Run 1, clock nets:
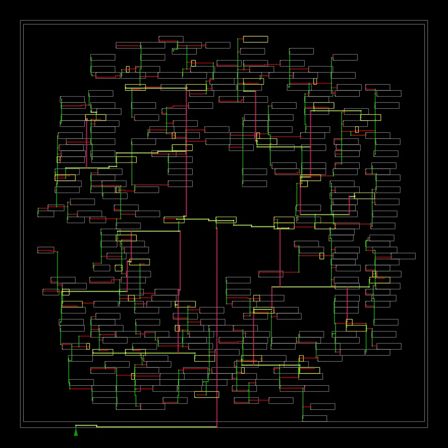
Run 1, placed cells, one colour a class:
Scale: 2 px per um. Fill, decap, tap and diode cells in grey.
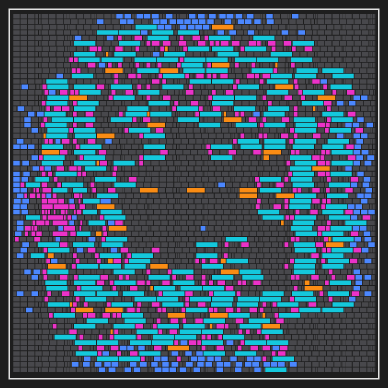
Run 1, the metal 2 layer:
Scale: 2 px per um.
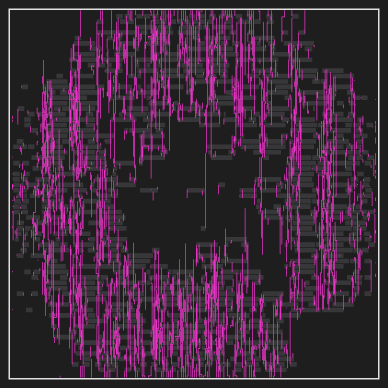
File: config.mk
export PLATFORM = sky130hd
export DESIGN_NAME = demux64_stream
export DESIGN_NICKNAME = d
export VERILOG_FILES = /design/src/rtl/demux64_stream.sv
export SDC_FILE = /design/constraint.sdc
export NUM_CORES = 1
export LEC_CHECK = 0
export CORE_UTILIZATION = 35
export DETAILED_ROUTE_END_ITERATION = 8
export PLACE_DENSITY = 0.68
export SETUP_SLACK_MARGIN = 0.4
export SLEW_MARGIN = 20
export SYNTH_ARGS = -nofsm -noshare
export SYNTH_HDL_FRONTEND = slang
export SYNTH_SLANG_ARGS = --single-unit
File: constraint.sdc
create_clock -name clk -period 5.67 [get_ports clk]
set_input_delay 0.567 -clock clk [delete_from_list [all_inputs] [get_ports clk]]
set_output_delay 0.567 -clock clk [all_outputs]
set_load 0.03 [all_outputs]
File: src/rtl/demux64_stream.sv
// Purpose : 1-to-2 stream demultiplexer; each accepted word goes to out0 or out1 by in_sel,
// Latency : 1 cycle from accepted push to outN_valid/outN_data (no same-cycle bypass).
// Backpr. : in_ready drops only for the channel whose FIFO is full; never looks at outN_ready.
//
// Ports:
//   clk, rst                       single clock, synchronous active-high reset
//   in_valid/in_ready/in_data/in_sel  producer stream plus per-word destination select
//   out0_valid/out0_ready/out0_data   channel 0 consumer stream (FIFO head)
//   out1_valid/out1_ready/out1_data   channel 1 consumer stream (FIFO head)
//   out0_count/out1_count             FIFO occupancy, 0..DEPTH

// Purpose : generic synchronous FIFO, counter-based full/empty, head read combinationally.
// Latency : 1 cycle from write to rd_vld; no write-through bypass.
// Backpr. : wr_rdy = not full (pre-edge state); a pop in the same cycle does not free a slot early.
//
// Ports: clk, rst; wr_vld/wr_rdy/wr_dat write side; rd_vld/rd_rdy/rd_dat read side; count.
module sync_fifo #(
    parameter int WIDTH = 64,
    parameter int DEPTH = 2,
    localparam int CW = $clog2(DEPTH) + 1,
    localparam int PW = (DEPTH > 1) ? $clog2(DEPTH) : 1
) (
    input  logic             clk,
    input  logic             rst,
    input  logic             wr_vld,
    output logic             wr_rdy,
    input  logic [WIDTH-1:0] wr_dat,
    output logic             rd_vld,
    input  logic             rd_rdy,
    output logic [WIDTH-1:0] rd_dat,
    output logic [CW-1:0]    count
);

    localparam logic [CW-1:0] FULL_CNT = CW'(DEPTH);

    logic [WIDTH-1:0] mem [DEPTH];
    logic [PW-1:0]    wptr;
    logic [PW-1:0]    rptr;
    logic             wr_en;
    logic             rd_en;

    // Full/empty come from the counter; pointers are free-running mod DEPTH.
    assign wr_rdy = (count != FULL_CNT);
    assign rd_vld = (count != '0);
    assign rd_dat = mem[rptr];
    assign wr_en  = wr_vld && wr_rdy;
    assign rd_en  = rd_vld && rd_rdy;

    always_ff @(posedge clk) begin
        if (rst) begin
            // Storage is cleared too so the head reads 0 after reset.
            for (int i = 0; i < DEPTH; i++) begin
                mem[i] <= '0;
            end
            wptr  <= '0;
            rptr  <= '0;
            count <= '0;
        end else begin
            if (wr_en) begin
                mem[wptr] <= wr_dat;
                wptr      <= wptr + PW'(1);
            end
            if (rd_en) begin
                rptr <= rptr + PW'(1);
            end
            if (wr_en && !rd_en) begin
                count <= count + CW'(1);
            end else if (rd_en && !wr_en) begin
                count <= count - CW'(1);
            end
        end
    end

endmodule

// Purpose : route one valid/ready stream to two independently buffered output channels.
// Latency : 1 cycle push-to-visible on the selected channel.
// Backpr. : a full channel stalls only words addressed to it; in_ready is 0 during reset.
module demux64_stream #(
    parameter int WIDTH = 64,
    parameter int DEPTH = 2,    // power of 2, >= 2
    localparam int CW = $clog2(DEPTH) + 1
) (
    input  logic             clk,
    input  logic             rst,
    input  logic             in_valid,
    output logic             in_ready,
    input  logic [WIDTH-1:0] in_data,
    input  logic             in_sel,
    output logic             out0_valid,
    input  logic             out0_ready,
    output logic [WIDTH-1:0] out0_data,
    output logic             out1_valid,
    input  logic             out1_ready,
    output logic [WIDTH-1:0] out1_data,
    output logic [CW-1:0]    out0_count,
    output logic [CW-1:0]    out1_count
);

    logic fifo0_wr_rdy;
    logic fifo1_wr_rdy;
    logic push;

    // Ready depends only on the select and the target FIFO's fill state, so there
    // is no combinational path from the consumers' ready back to the producer.
    assign in_ready = !rst && (in_sel ? fifo1_wr_rdy : fifo0_wr_rdy);
    assign push     = in_valid && in_ready;

    sync_fifo #(.WIDTH(WIDTH), .DEPTH(DEPTH)) u_fifo0 (
        .clk    (clk),
        .rst    (rst),
        .wr_vld (push && !in_sel),
        .wr_rdy (fifo0_wr_rdy),
        .wr_dat (in_data),
        .rd_vld (out0_valid),
        .rd_rdy (out0_ready),
        .rd_dat (out0_data),
        .count  (out0_count)
    );

    sync_fifo #(.WIDTH(WIDTH), .DEPTH(DEPTH)) u_fifo1 (
        .clk    (clk),
        .rst    (rst),
        .wr_vld (push && in_sel),
        .wr_rdy (fifo1_wr_rdy),
        .wr_dat (in_data),
        .rd_vld (out1_valid),
        .rd_rdy (out1_ready),
        .rd_dat (out1_data),
        .count  (out1_count)
    );

endmodule

==> metrics.cfg, run 1 <==
[min_path]
hold_path_depth = 2

[place]
portBuffers = 204
placed_area_um2 = 14000

[final_timing]
finalCritPeriodShare_pct = 55.8

[pwr]
vdd_drop_max_mv = 0.291
power-top-group = sequential cells
power_mw = 6.12

[finish]
drive_above_1_share_pct = 20.4
fin_util_pct = 45.8
fillers = 2897
seq_share_pct = 53.0
seq_area_um2 = 7900
stdcell_count = 1406

[yosys]
netlist_instances = 748
yosys.area_share.adder_pct = 0.216
postSynthSeqShare_pct = 68.0
top_cells_by_count = edfxtp_1, and2_1, mux2_2, and3_1, clkbuf_1

[die]
ios = 205
fp_util_pct = 35.6
chipArea_um2 = 33800

[run_status]
status = finished clean

[global_routing]
use_met2_pct = 25.4

[detailed_routing]
wl_met2_um = 12300
routed_via_density = 4.63

[cts]
clock_latency_ns = 0.53

[setup_path]
rrSetupSlack_ns = 3.00
cp.depth = 2
critPathCapture = out0_data[0]
cp.required_ns = 5.10

About 'clock nets':
clock skew: 0.0106 ns
final-layout clock buffer total: 34
Flops: 266
clock network power: 1.76 mW

About 'placed cells, one colour a class':
| class | colour | cells | share of their area |
|---|---|---|---|
| clock drivers and dummy loads | orange | 52 | 6.2% |
| remaining buffers and delay cells | blue | 213 | 15% |
| remaining logic cells | magenta | 433 | 24% |
| registers | cyan | 266 | 55% |

About 'the metal 2 layer':
share of all routed wire: 48%
wire length on this layer: 12300 um
main direction: vertical

Run 1, pin map:
Scale: 1.5 px per um. Pins as bars across the die edge, other pins in grey.
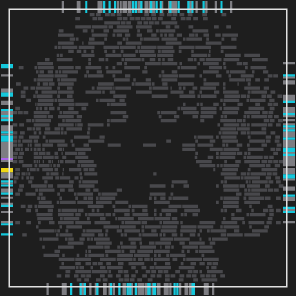

==> run 2, diff against run 1 <==
--- a/config.mk
+++ b/config.mk
@@ -7,7 +7,7 @@
 export LEC_CHECK = 0
 export CORE_UTILIZATION = 35
 export DETAILED_ROUTE_END_ITERATION = 8
-export PLACE_DENSITY = 0.68
+export PLACE_DENSITY = 0.66
 export SETUP_SLACK_MARGIN = 0.4
 export SLEW_MARGIN = 20
 export SYNTH_ARGS = -nofsm -noshare
==> constraint.sdc (replaced) <==
create_clock -name clk -period 3.2 [get_ports clk]
set_input_delay 0.32 -clock clk [delete_from_list [all_inputs] [get_ports clk]]
set_output_delay 0.32 -clock clk [all_outputs]
set_load 0.03 [all_outputs]
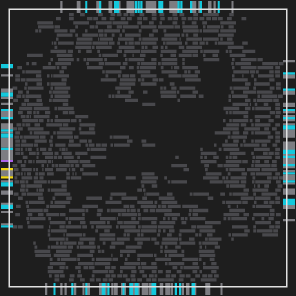
Run 2: pin map
Scale: 1.5 px per um. Pins as bars across the die edge, other pins in grey.
| port | colour | pins | direction | edge |
|---|---|---|---|---|
| `in_data` | cyan | 64 | input | 18 south, 16 north, 15 west, 15 east |
| `in_sel` | purple | 1 | input | west |
| `out1_count` | yellow | 2 | output | west |
all pins by edge: 56 south, 50 east, 50 north, 49 west

==> run 2 against run 1 <==
  * Critical path depth grew 1
  * Global-route usage grew 0.15 points
  * Register-to-register slack lost 1.9 ns
  * First-iteration DRC count shrank 24%
  * Final cell count grew 0.71%
  * Sequential cell count is the same
  * Clock power grew 79%
  * Via count grew 1.3%
  * Sequential share of layout area shrank 0.39 points
  * Sequential power grew 69%
  * Synthesized cell count is the same
  * Combinational power grew 93%
==> metrics.cfg, run 2 <==
[finish]
fillers = 2920  ; +0.79%
fin_util_pct = 46.2  ; +0.39 points
clock_buffers = 45  ; +32%
stdcell_count = 1416  ; +0.71%
drive_above_1_share_pct = 20.8  ; +0.32 points
seq_area_um2 = 7910  ; +0.11%

[pwr]
p_clk_mw = 3.15  ; +79%
power-top-group = sequential cells
power_mw = 11.0  ; +79%

[final_timing]
finalCritPeriodShare_pct = 83.8
skew_ns = 0.0138  ; +0.00324 ns

[yosys]
top_cells_by_count = edfxtp_1, and2_1, mux2_2, and3_1, clkbuf_1
postSynthSeqShare_pct = 68.0  ; unchanged
yosys.area_share.adder_pct = 0.216  ; unchanged

[place]
portBuffers = 204  ; unchanged

[detailed_routing]
routed_via_density = 4.66  ; +0.54%
wl_met2_um = 12700  ; +3.5%

[setup_path]
rrSetupSlack_ns = 1.13  ; -1.87 ns

[die]
chipArea_um2 = 33800  ; unchanged
fp_util_pct = 35.6  ; unchanged
ios = 205  ; unchanged

[run_status]
status = finished clean

[min_path]
hold_path_depth = 2  ; unchanged

[global_routing]
use_met2_pct = 26.1  ; +0.67 points

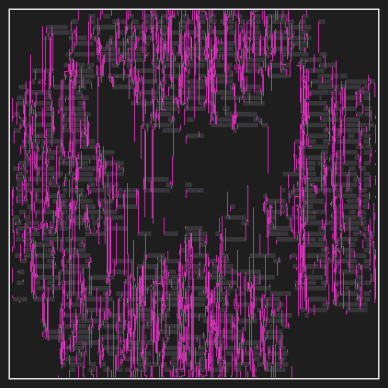
Run 2: the metal 2 layer
Scale: 2 px per um.
main direction: vertical
longest straight run: 60.2 um
nets with wire on the layer: 886
share of all routed wire: 49%
wire length on this layer: 12700 um

==> run 3, diff against run 2 <==
==> constraint.sdc (replaced) <==
create_clock -name clk -period 2.8 [get_ports clk]
set_input_delay 0.28 -clock clk [delete_from_list [all_inputs] [get_ports clk]]
set_output_delay 0.28 -clock clk [all_outputs]
set_load 0.03 [all_outputs]
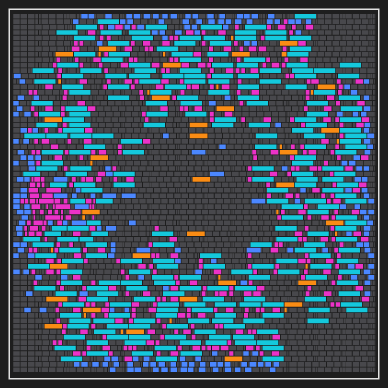
Run 3: placed cells, one colour a class
Scale: 2 px per um. Fill, decap, tap and diode cells in grey.
| class | colour | cells | share of their area |
|---|---|---|---|
| registers | cyan | 266 | 55% |
| remaining buffers and delay cells | blue | 226 | 15% |
| clock drivers and dummy loads | orange | 51 | 5.8% |
| remaining logic cells | magenta | 433 | 24% |

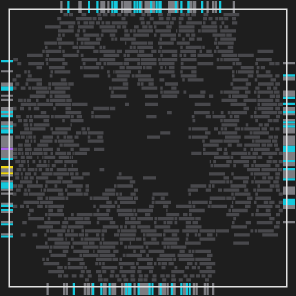
Run 3: pin map
Scale: 1.5 px per um. Pins as bars across the die edge, other pins in grey.
| port | colour | pins | direction | edge |
|---|---|---|---|---|
| `out1_count` | yellow | 2 | output | west |
| `in_sel` | purple | 1 | input | west |
| `in_data` | cyan | 64 | input | 18 north, 16 west, 15 south, 15 east |
all pins by edge: 52 south, 52 north, 51 east, 50 west

==> run 3 against run 2 <==
  * Total power increased by 11%
  * Non-clock buffer count increased by 5
  * Clock-buffer cell count shrank 11
  * Via count up 1.5%
  * Hold slack got worse by 0.054 ns
  * Clock skew hardly changed
  * Core utilization fell by 0.20 points
  * Worst setup slack got worse by 0.055 ns
  * Synthesized area unchanged
  * Sequential share of layout area increased by 0.28 points
  * Largest cell class unchanged
==> metrics.cfg, run 3 <==
[run_status]
status = finished clean

[min_path]
hold_path_depth = 2  ; unchanged
hold_class = primary input to flip-flop
min_from = rst

[yosys]
yosys.area_share.adder_pct = 0.216  ; unchanged
postSynthSeqShare_pct = 68.0  ; unchanged
synth_cell_types = 29
top_cells_by_count = edfxtp_1, and2_1, mux2_2, and3_1, clkbuf_1

[die]
die_w_um = 184
ios = 205  ; unchanged
fp_util_pct = 35.6  ; unchanged
rows = 66
chipArea_um2 = 33800  ; unchanged

[cts]
cts_setup_buffers = 6
cts_buffers = 28

[place]
portBuffers = 204  ; unchanged
dp_hpwl_um = 15300
place_worst_setup_slack_ns = 0.422

[detailed_routing]
first_pass_iters = 6
met3_length_um = 1560
drt_wl_total_um = 26300
routed_via_density = 4.71  ; +1.2%
ant_nets = 0
wl_met2_um = 13100  ; +2.7%
wire_per_inst_um = 18.5

[finish]
clock_buffers = 34  ; -24%
fillers = 2967  ; +1.6%
seq_area_um2 = 7910  ; about the same
stdcell_count = 1420  ; +0.28%
seq_share_pct = 52.9
fin_util_pct = 46.0  ; -0.20 points
drive_above_1_share_pct = 21.2  ; +0.45 points

[pwr]
power_mw = 12.1  ; +11%
p_clk_share_pct = 28.1
p_clk_mw = 3.41  ; +8.3%
power-top-group = sequential cells

[final_timing]
skew_ns = 0.0143  ; +0.000485 ns
finalCritPeriodShare_pct = 83.4

[global_routing]
use_met2_pct = 26.6  ; +0.56 points
overflow = 0
grt_antenna_before_repair = 1
grt.busiest_layer = met2
grt_max_degree = 66

[setup_path]
cpPeakStageDelay_ns = 0.60
path_cells = buf_4 > mux2_2 > clkdlybuf4s50_1
rrSetupSlack_ns = 1.02  ; -0.11 ns
start_kind = flip-flop
arrival_ns = 2.06

[flow_run]
warnings = 27

No activity file was given, so power comes from the tool's default toggle rates.
